==> run_1/final_placement.png <==
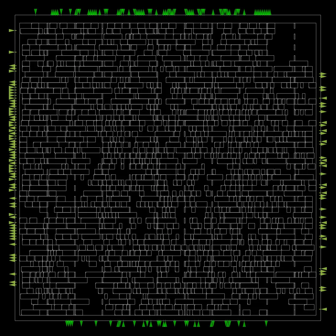
==> run_1/clock_map.png <==
The bar under the picture is 50 um long.
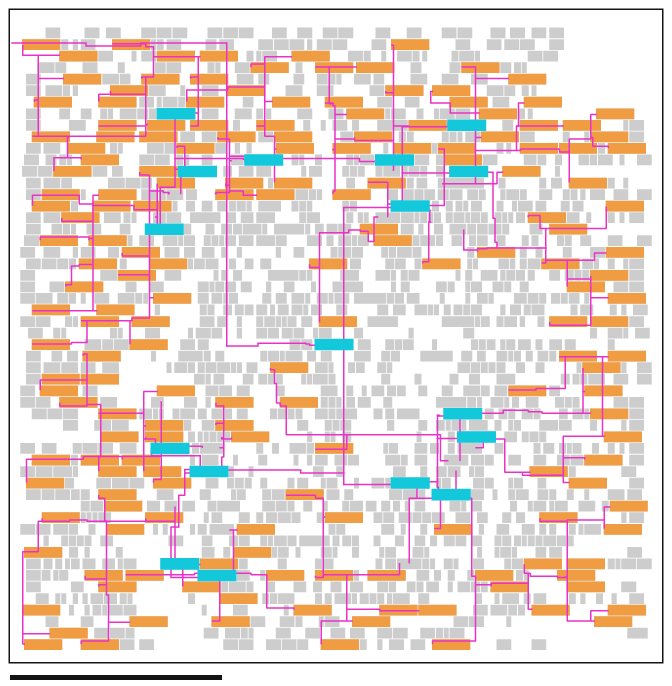
==> run_1/cell_classes.png <==
Fill, decap, tap and diode cells in grey.
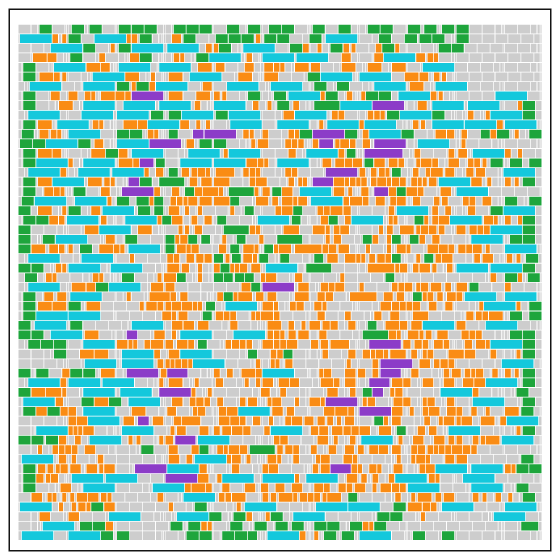
**src/rtl/if_fetch_stage_if.sv**
```systemverilog
// Instruction-memory bus: the fetch stage holds req/addr until rvalid, and rvalid may rise in the request cycle.
`timescale 1ns/1ps
interface if_fetch_stage_if;
  logic        imem_req;
  logic [31:0] imem_addr;
  logic        imem_rvalid;
  logic [31:0] imem_rdata;

  modport master (output imem_req, imem_addr, input imem_rvalid, imem_rdata);
  modport slave  (input imem_req, imem_addr, output imem_rvalid, imem_rdata);
endinterface

```
**src/rtl/if_fetch_stage.sv**
```systemverilog
// Fetch stage: PC, one outstanding imem request, IF/ID register; 1 instr/cycle with zero-wait memory.
// Backpressure from pc_hold/ifid_hold parks an accepted word in a one-entry skid buffer.
`timescale 1ns/1ps
module if_fetch_stage #(
  parameter logic [31:0] PC_RESET = 32'h0000_0000,
  parameter int          CNT_W    = 16
) (
  input  logic              clk,
  input  logic              rst_n,
  input  logic              pc_hold,
  input  logic              ifid_hold,
  input  logic              if_flush,
  input  logic              branch_taken,
  input  logic [31:0]       branch_target,
  if_fetch_stage_if.master  imem,
  output logic              ifid_valid,
  output logic [31:0]       ifid_instr,
  output logic [31:0]       ifid_pc_plus4,
  output logic [5:0]        ifid_opcode,
  output logic [4:0]        ifid_rs,
  output logic [4:0]        ifid_rt,
  output logic [CNT_W-1:0]  stall_cnt
);

  typedef enum logic [1:0] {IDLE, FETCH, HOLD_DATA, DISCARD} state_t;

  state_t             state_q, state_d;
  logic [31:0]        pc_q, pc_d;
  logic [31:0]        req_addr_q, req_addr_d;
  logic [31:0]        skid_q, skid_d;
  logic [31:0]        instr_q, instr_d;
  logic [31:0]        pc4_q, pc4_d;
  logic               valid_q, valid_d;
  logic [CNT_W-1:0]   stall_q, stall_d;
  logic [31:0]        pc_inc;
  logic               redirect;

  assign pc_inc   = pc_q + 32'd4;
  assign redirect = branch_taken && !ifid_hold;

  always_comb begin
    state_d       = state_q;
    pc_d          = pc_q;
    req_addr_d    = req_addr_q;
    skid_d        = skid_q;
    valid_d       = valid_q;
    instr_d       = instr_q;
    pc4_d         = pc4_q;
    imem.imem_req = 1'b0;
    // IF/ID bubbles by default unless the hazard unit is holding it
    if (!ifid_hold) begin
      valid_d = 1'b0;
      instr_d = 32'h0;
    end

    case (state_q)
      IDLE: begin
        state_d    = FETCH;
        req_addr_d = pc_q;
      end
      FETCH: begin
        imem.imem_req = 1'b1;
        if (imem.imem_rvalid) begin
          if (redirect) begin
            pc_d       = branch_target;
            req_addr_d = branch_target;
          end else if (ifid_hold || pc_hold) begin
            skid_d  = imem.imem_rdata;
            state_d = HOLD_DATA;
          end else if (!if_flush) begin
            valid_d    = 1'b1;
            instr_d    = imem.imem_rdata;
            pc4_d      = pc_inc;
            pc_d       = pc_inc;
            req_addr_d = pc_inc;
          end
        end else if (redirect) begin
          pc_d    = branch_target;
          state_d = DISCARD;
        end
      end
      HOLD_DATA: begin
        if (ifid_hold || pc_hold) begin
          valid_d = valid_q;
          instr_d = instr_q;
        end else begin
          state_d = FETCH;
          if (branch_taken) begin
            pc_d       = branch_target;
            req_addr_d = branch_target;
          end else if (if_flush) begin
            req_addr_d = pc_q;
          end else begin
            valid_d    = 1'b1;
            instr_d    = skid_q;
            pc4_d      = pc_inc;
            pc_d       = pc_inc;
            req_addr_d = pc_inc;
          end
        end
      end
      DISCARD: begin
        // stale request must complete before the redirected fetch can issue
        imem.imem_req = 1'b1;
        if (branch_taken) pc_d = branch_target;
        if (imem.imem_rvalid) begin
          req_addr_d = branch_taken ? branch_target : pc_q;
          state_d    = FETCH;
        end
      end
      default: state_d = IDLE;
    endcase
  end

  always_comb begin
    stall_d = stall_q;
    if (ifid_hold && (stall_q != {CNT_W{1'b1}})) stall_d = stall_q + {{(CNT_W-1){1'b0}}, 1'b1};
  end

  always_ff @(posedge clk or negedge rst_n) begin
    if (!rst_n) begin
      state_q    <= IDLE;
      pc_q       <= PC_RESET;
      req_addr_q <= PC_RESET;
      skid_q     <= 32'h0;
      valid_q    <= 1'b0;
      instr_q    <= 32'h0;
      pc4_q      <= 32'h0;
      stall_q    <= '0;
    end else begin
      state_q    <= state_d;
      pc_q       <= pc_d;
      req_addr_q <= req_addr_d;
      skid_q     <= skid_d;
      valid_q    <= valid_d;
      instr_q    <= instr_d;
      pc4_q      <= pc4_d;
      stall_q    <= stall_d;
    end
  end

  assign imem.imem_addr = req_addr_q;
  assign ifid_valid     = valid_q;
  assign ifid_instr     = instr_q;
  assign ifid_pc_plus4  = pc4_q;
  assign ifid_opcode    = instr_q[31:26];
  assign ifid_rs        = instr_q[25:21];
  assign ifid_rt        = instr_q[20:16];
  assign stall_cnt      = stall_q;

endmodule

```
**src/flat_wrapper.sv**
```systemverilog
// flat-port wrapper written by rule: the top's interface ports become plain ports
module if_fetch_stage_flat 
#(
  parameter logic [31:0] PC_RESET = 32'h0000_0000,
  parameter int          CNT_W    = 16
)
  (clk, rst_n, pc_hold, ifid_hold, if_flush, branch_taken, branch_target, ifid_valid, ifid_instr, ifid_pc_plus4, ifid_opcode, ifid_rs, ifid_rt, stall_cnt, imem_imem_req, imem_imem_addr, imem_imem_rvalid, imem_imem_rdata);
  if_fetch_stage_if imem_i ();
  input  logic clk;
  input  logic rst_n;
  input  logic pc_hold;
  input  logic ifid_hold;
  input  logic if_flush;
  input  logic branch_taken;
  input  logic [31:0] branch_target;
  output logic ifid_valid;
  output logic [31:0] ifid_instr;
  output logic [31:0] ifid_pc_plus4;
  output logic [5:0] ifid_opcode;
  output logic [4:0] ifid_rs;
  output logic [4:0] ifid_rt;
  output logic [CNT_W-1:0] stall_cnt;
  output wire logic [$bits(imem_i.imem_req)-1:0] imem_imem_req;
  output wire logic [$bits(imem_i.imem_addr)-1:0] imem_imem_addr;
  input wire logic [$bits(imem_i.imem_rvalid)-1:0] imem_imem_rvalid;
  input wire logic [$bits(imem_i.imem_rdata)-1:0] imem_imem_rdata;
  assign imem_imem_req = imem_i.imem_req;
  assign imem_imem_addr = imem_i.imem_addr;
  assign imem_i.imem_rvalid = imem_imem_rvalid;
  assign imem_i.imem_rdata = imem_imem_rdata;
  if_fetch_stage #(.PC_RESET(PC_RESET), .CNT_W(CNT_W)) u_core (.clk(clk), .rst_n(rst_n), .pc_hold(pc_hold), .ifid_hold(ifid_hold), .if_flush(if_flush), .branch_taken(branch_taken), .branch_target(branch_target), .imem(imem_i), .ifid_valid(ifid_valid), .ifid_instr(ifid_instr), .ifid_pc_plus4(ifid_pc_plus4), .ifid_opcode(ifid_opcode), .ifid_rs(ifid_rs), .ifid_rt(ifid_rt), .stall_cnt(stall_cnt));
endmodule
```
**config.mk**
```make
export PLATFORM = sky130hd
export DESIGN_NAME = if_fetch_stage_flat
export DESIGN_NICKNAME = d
export VERILOG_FILES = /design/src/rtl/if_fetch_stage_if.sv /design/src/rtl/if_fetch_stage.sv /design/src/flat_wrapper.sv
export SDC_FILE = /design/constraint.sdc
export NUM_CORES = 1
export LEC_CHECK = 0
export CAP_MARGIN = 20
export CORE_MARGIN = 2
export CORE_UTILIZATION = 48
export DETAILED_ROUTE_END_ITERATION = 8
export PLACE_DENSITY_LB_ADDON = 0.15
export SYNTH_ARGS = -nofsm -noshare
export SYNTH_HDL_FRONTEND = slang
export SYNTH_SLANG_ARGS = --single-unit
```
**constraint.sdc**
```tcl
create_clock -name clk -period 3.3 [get_ports clk]
set_clock_uncertainty 0.15 [all_clocks]
set_input_delay 0.66 -clock clk [delete_from_list [all_inputs] [get_ports clk]]
set_output_delay 0.66 -clock clk [all_outputs]
set_load 0.01 [all_outputs]
```
==> metrics.csv, run 1 <==
stage,metric,value,unit
pwr,p_leak,5.39,nW
cells_and_area,buf_share,0.190,
placed_design,io_buffers,200,
cells_and_area,comb_share,0.408,
critical_path,cp_num_buf_inv,4,
run,cap_viol_max_count,0,
sta,period_minus_slack,2940,ps
synth,topCellsByArea,"dfrtp_1 (42%), o21ai_0 (6.6%), nand2_1 (5.1%)",
cells_and_area,dominant_cells,multi-input combinational cells,
synth,ys_ff,179,
synth,synth_area,0.0108,mm2
pwr,p_switching,0.00546,W
synth,ys_seq_frac,0.417,
drt,drtAntennaViolNets,0,
cells_and_area,nNonClkInverters,19,
synth,simple_gate_area_frac,0.189,
global_route,use_met1,0.419,
placed_design,gp_congestion,1.01,
critical_path,crit_arrival,3110,ps
sta,holdWs,52.7,ps
drt,drc,0,
global_route,grt_pass1_wl,56500,um
drt,drt_iter0_drc,1035,
cells_and_area,register_area,0.00448,mm2
synth,yosys_area,0.0108,mm2
global_route,met2_usage,0.458,
critical_path,cp.depth,9,
cells_and_area,logic_gate_count,895,
synth,syn_nets,1302,
cells_and_area,drive_gt1_frac,0.116,
placed_design,dpl_cell_area,0.0131,mm2
global_route,grt_use_total,0.299,
critical_path,critPathLaunchType,flop,
global_route,antenna_found_initial,0,
synth,synth.top_cells.by_count,"dfrtp_1 (179), nand2_1 (146), o21ai_0 (141), clkbuf_1 (87), a21oi_1 (69)",
cells_and_area,area_growth,28.1,%
critical_path,end_kind,flop,
cts,clk_path_buf_depth,2,
drt,m1WireLength,15300,um
floorplanning,die_w,154,um
cells_and_area,clk_share,0.0458,
synth,top_area_cell,dfrtp_1,
cts,post_cts_resized,0,
sta,tns,0,ps
pwr,p_total,0.0125,W
synth,ys_cells,1225,
floorplanning,die_height,154,um
global_route,first_global_vias,9997,
status,status,"complete, no violations",
cts,numCtsBuffers,17,
cells_and_area,fin_nets,1457,
sta,hold_viol_final,0,
synth,top_logic_kind,AND-OR/OR-AND gates,
cells_and_area,n_fill_cell,1900,
cts,htreeDepth,4,
synth,yosysTopAreaCellShare,0.417,
global_route,overflow,0,
pwr,peakVddDrop,0.521,mV
run,openroad.warnings,29,
synth,syn-instance-count,1225,
critical_path,slowest_delay,580,ps
drt,wl_met3,3170,um
cells_and_area,clkbuf_count,17,
placed_design,hpwl,24800,um
sta,worst-slew-pin-transition,749,ps
sta,rsz0062_at_grt,no,
critical_path,r2r_slack,360,ps
sta,period_used_share,0.891,
pwr,intPower,0.00702,W
critical_path,reg2regPathDepth,9,
synth,muxShareOfSynthArea,0.0488,
critical_path,worstSetupPathType,reg2reg,
critical_path,worstPathRequired,3470,ps
drt,highest_layer,met4,
synth,synthDistinctLibCells,77,
cts,cts_tree,yes,
synth,ys_sh_aoi,0.242,
drt,first_pass_iters,7,
synth,synthFlopType,dfrtp_1,
floorplanning,ios,201,
critical_path,r2r_start,u_core.state_q[0],
critical_path,crit_path_end,u_core.imem.imem_addr[22],
critical_path,timing.rr.end,u_core.imem.imem_addr[22],
critical_path,crit_path_start,u_core.state_q[0],
synth,edf_count,0,
cells_and_area,antenna_cells,0,
synth,syn_avg_cell_area,8.78,um2
drt,route.met2.wl,16000,um
sta,drv_slew,0,
critical_path,cp_cell_sequence,"inv_1, ha_2, inv_1, buf_4, o22ai_1, or2_2, a2111oi_0, buf_4, a21oi_2",
drt,wire_per_inst,21.2,um
drt,drt-vias-per-instance,6.27,
synth,post-synth-top-count-cell,dfrtp_1,
cells_and_area,n_all_buffers,268,
cts,cts_setup_buffers,0,
cts,clockRootBuffer,clkbuf_16,
floorplanning,dieArea,0.0236,mm2
global_route,top_usage_layer,met2,
cts,holdBufCountCts,0,
cells_and_area,lay_top_count,clkdlybuf4s50_1,
pwr,cellPowerDensity,906,mW/mm2
drt,routed_wirelength,35500,um
pwr,p_comb_frac,0.508,
cells_and_area,final_cell_mix,"clkdlybuf4s50_1 (199), dfrtp_1 (179), nand2_1 (146), o21ai_0 (141), a21oi_1 (68)",
global_route,grt_max_degree,66,
critical_path,critical_path.top_delay_family,AND-OR/OR-AND gates,
synth,fa_ha_area_frac,0.00698,
sta,setup_viol,0,
drt,dr_total_vias,10500,
floorplanning,fp_util,0.491,
cts,clk_latency,440,ps
critical_path,crit_fanout,21,
pwr,swShare,0.438,
global_route,grt_util_met3,0.0682,
min_path,min_path_type,in2async,
cts,clk_pin_slew_worst_paths,80,ps
critical_path,crit_slowest_cell,a2111oi_0,
synth,synthXorXnorAreaFrac,0.0357,
synth,yosysWarnings,0,
sta,slew_headroom,0.497,
cts,clock_sinks,179,
sta,fmax,340,MHz
synth,async_flop_share,1.00,
pwr,pwr-share-seq,0.317,
cells_and_area,combGateArea,0.00562,mm2
## Picture notes: final_placement.png
sequential cells: 179
# Taps: 280
FP Rows: 54
Final Instance Count excl. Fillers: 1,673
final core occ: 0.629

## Picture notes: clock_map.png
Orange is flip-flops, count 179. Magenta is clock wires, length 2,450 um. Cyan is cells driving clock nets, count 17.
There are 18 routed clock nets.
clk pwr: 0.00217 W
clock network fraction of design power: 0.174

## Picture notes: cell_classes.png
Cyan is flip-flops, cells 179. Purple is clock drivers and dummy loads, cells 32. Orange is all other logic, cells 914. Green is other buffers and delay cells, cells 268.
core area: 0.0219 mm2
Final Cell Area: 0.0138 mm2
sequential share of cell area: 0.325

[run 1: power by group through the flow]
stage | clock network [W] | logic (W) | registers [W]
6_report | 0.00217 | 0.00635 | 0.00396
5_1_grt | 0.00230 | 0.00687 | 0.00408
4_1_cts | 0.00221 | 0.00628 | 0.00393
3_5_place_dp | 0 | 0.00625 | 0.00395
3_3_place_gp | 0 | 0.00614 | 0.00394
2_1_floorplan | 0 | 0.00374 | 0.00371
[run 1: stage by stage]
stage                     cells   util  worst slack [ps]
after floorplan            1225      -               875
after global placement     1641  0.600              93.5
after detailed placement   1641  0.600               138
after CTS                  1673  0.629               397
after global routing       1673  0.629               232
final                      1673  0.629               359
==> run_1/pins.png <==
Pins as bars across the die edge, other pins in grey.
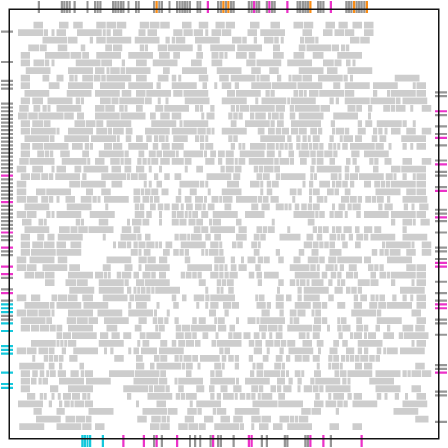

==> run 2, diff against run 1 <==
PLACE_DENSITY = 0.74   (was default)
PLACE_DENSITY_LB_ADDON = default   (was 0.15)
==> run_2/pins.png <==
Pins as bars across the die edge, other pins in grey.
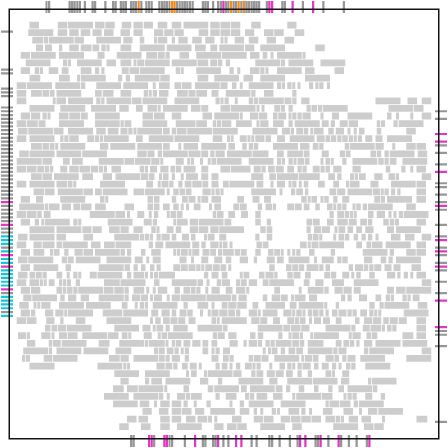
Orange is ifid_opcode, pins 6, direction output, edge top. Magenta is imem_imem_addr, pins 32, direction output, edge 13 bottom, 9 right, 5 left, 5 top. Cyan is stall_cnt, pins 16, direction output, edge left.
Die Y: 154 um
port bufs: 200

==> run_2/cell_classes.png <==
Fill, decap, tap and diode cells in grey.
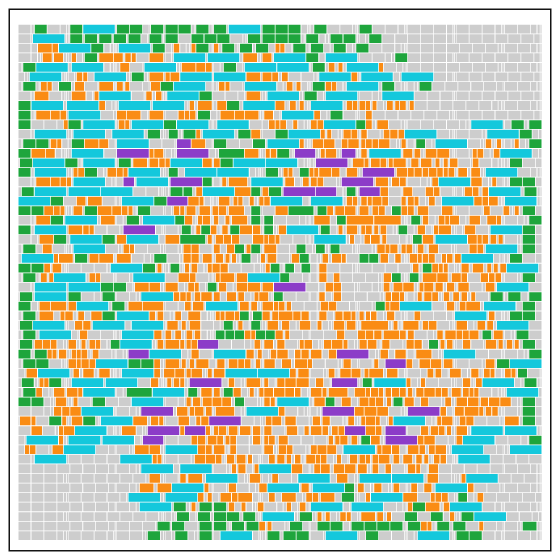
Purple is clock drivers and dummy loads, cells 32. Orange is all other logic, cells 914. Cyan is flip-flops, cells 179. Green is other buffers and delay cells, cells 270.
Final Cell Area: 0.0138 mm2
final core occ: 0.629

==> run 2 against run 1 <==
Effect of this change: via count increased by 1.5%; clock power increased by 2%; highest routed layer unchanged; first-iteration DRC count increased by 3.0%; sequential share of layout area about the same; largest power group unchanged; core utilization decreased by 0.057 points; flip-flop count unchanged; fmax increased by 1.3%; critical endpoint is now imem_imem_req; combinational power about the same; largest cell class unchanged; die area unchanged; area after synthesis unchanged.
==> metrics.csv, run 2 <==
stage,metric,value,unit
synth,async_flop_share,1.00,
cts,cts_setup_buffers,0,
synth,topCellsByArea,"dfrtp_1 (42%), o21ai_0 (6.6%), nand2_1 (5.1%)",
placed_design,dpl_cell_area,0.0131,mm2
critical_path,r2r_start,u_core.pc_q[7],
pwr,p_switching,0.00558,W
floorplanning,nWellTaps,280,
cts,numCtsBuffers,17,
synth,yosys_area,0.0108,mm2
pwr,intPower,0.00692,W
cts,holdBufCountCts,0,
cells_and_area,layoutNonFillerInstCount,1675,
pwr,p_comb,0.00634,W
floorplanning,dieArea,0.0236,mm2
critical_path,critical_path.top_delay_family,buffers and inverters,
critical_path,worstPathRequired,2490,ps
drt,drc,0,
global_route,grt_pass1_wl,57600,um
sta,hold_viol_final,0,
drt,drtAntennaViolNets,0,
critical_path,end_kind,output port,
critical_path,r2r_slack,440,ps
cells_and_area,dominant_cells,multi-input combinational cells,
critical_path,slowest_delay,570,ps
critical_path,cp_cell_sequence,"inv_1, ha_1, inv_1, nand2_1, clkdlybuf4s50_1",
cells_and_area,comb_share,0.409,
sta,worst-slew-pin-transition,830,ps
pwr,p_comb_frac,0.508,
sta,tns,0,ps
cts,clk_pin_slew_worst_paths,80,ps
drt,drt_iter0_drc,1066,
synth,ys_ff,179,
critical_path,reg2regPathDepth,6,
pwr,p_leak,5.38,nW
cells_and_area,lay_top_count,clkdlybuf4s50_1,
pwr,clockPowerShare,0.178,
global_route,antenna_found_initial,0,
global_route,grt_max_degree,68,
critical_path,crit_slowest_cell,clkdlybuf4s50_1,
critical_path,crit_arrival,2090,ps
sta,drv_slew,0,
sta,setup_slack,396,ps
floorplanning,die_w,154,um
critical_path,worstSetupPathType,reg2out,
drt,dr_total_vias,10600,
pwr,peakVddDrop,0.483,mV
placed_design,post-place-cells,1643,
sta,period_used_share,0.880,
cells_and_area,seq_cells,179,
sta,holdWs,84.1,ps
cells_and_area,clkbuf_count,17,
synth,edf_count,0,
critical_path,cp.depth,5,
cells_and_area,nNonClkInverters,19,
cells_and_area,antenna_cells,0,
sta,rsz0062_at_grt,no,
status,status,"complete, no violations",
synth,synthDistinctLibCells,77,
critical_path,crit_fanout,7,
cells_and_area,area_growth,28.0,%
sta,setup_viol,0,
cells_and_area,drive_gt1_frac,0.118,
pwr,powerClk,0.00222,W
cells_and_area,register_area,0.00448,mm2
critical_path,timing.rr.end,u_core.pc_q[22],
global_route,overflow,0,
floorplanning,ios,201,
synth,syn-instance-count,1225,
critical_path,critPathLaunchType,flop,
pwr,cellPowerDensity,908,mW/mm2
cells_and_area,logic_gate_count,895,
drt,first_pass_iters,6,
placed_design,gp_congestion,0.992,
synth,top_area_cell,dfrtp_1,
critical_path,crit_path_start,u_core.state_q[1],
synth,post-synth-top-count-cell,dfrtp_1,
cells_and_area,final_cell_mix,"clkdlybuf4s50_1 (199), dfrtp_1 (179), nand2_1 (146), o21ai_0 (141), a21oi_1 (68)",
synth,ys_seq_frac,0.417,
synth,yosysTopAreaCellShare,0.417,
==> run_2/final_placement.png <==
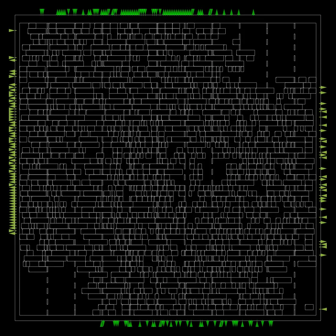
Fill cells: 1,898
sequential share of cell area: 0.326

run 2: cell families (layout without fill, tap and decap cells):
kind of cell	after synthesis	after routing	share of synthesized area
xor+xnor	43	43	0.0357
compound gates	403	403	0.242
mux	47	47	0.0488
flops	179	179	0.417
simple gates	396	396	0.189
fa+ha+maj	6	6	0.00698
buf+inv	151	321	0.0617
run 2: layer usage:
layer	GRT usage	part of all wire	vias up
met2	0.477	0.46	605
met4	0.113	0.033	0
met3	0.0769	0.10	94
met5	0	0	-
li1	-	-	4806
met1	0.406	0.40	5135
run 2: worst register-to-register path, cell delays in order, from the launching register on:
cell and delay (ps):
dfrtp_1 670, inv_1 310, or3_4 490, or4_1 600, a2111oi_2 270, a21oi_1 80, o2bb2ai_1 190
Power figures rest on the tool's default switching activity, not on a simulated workload.
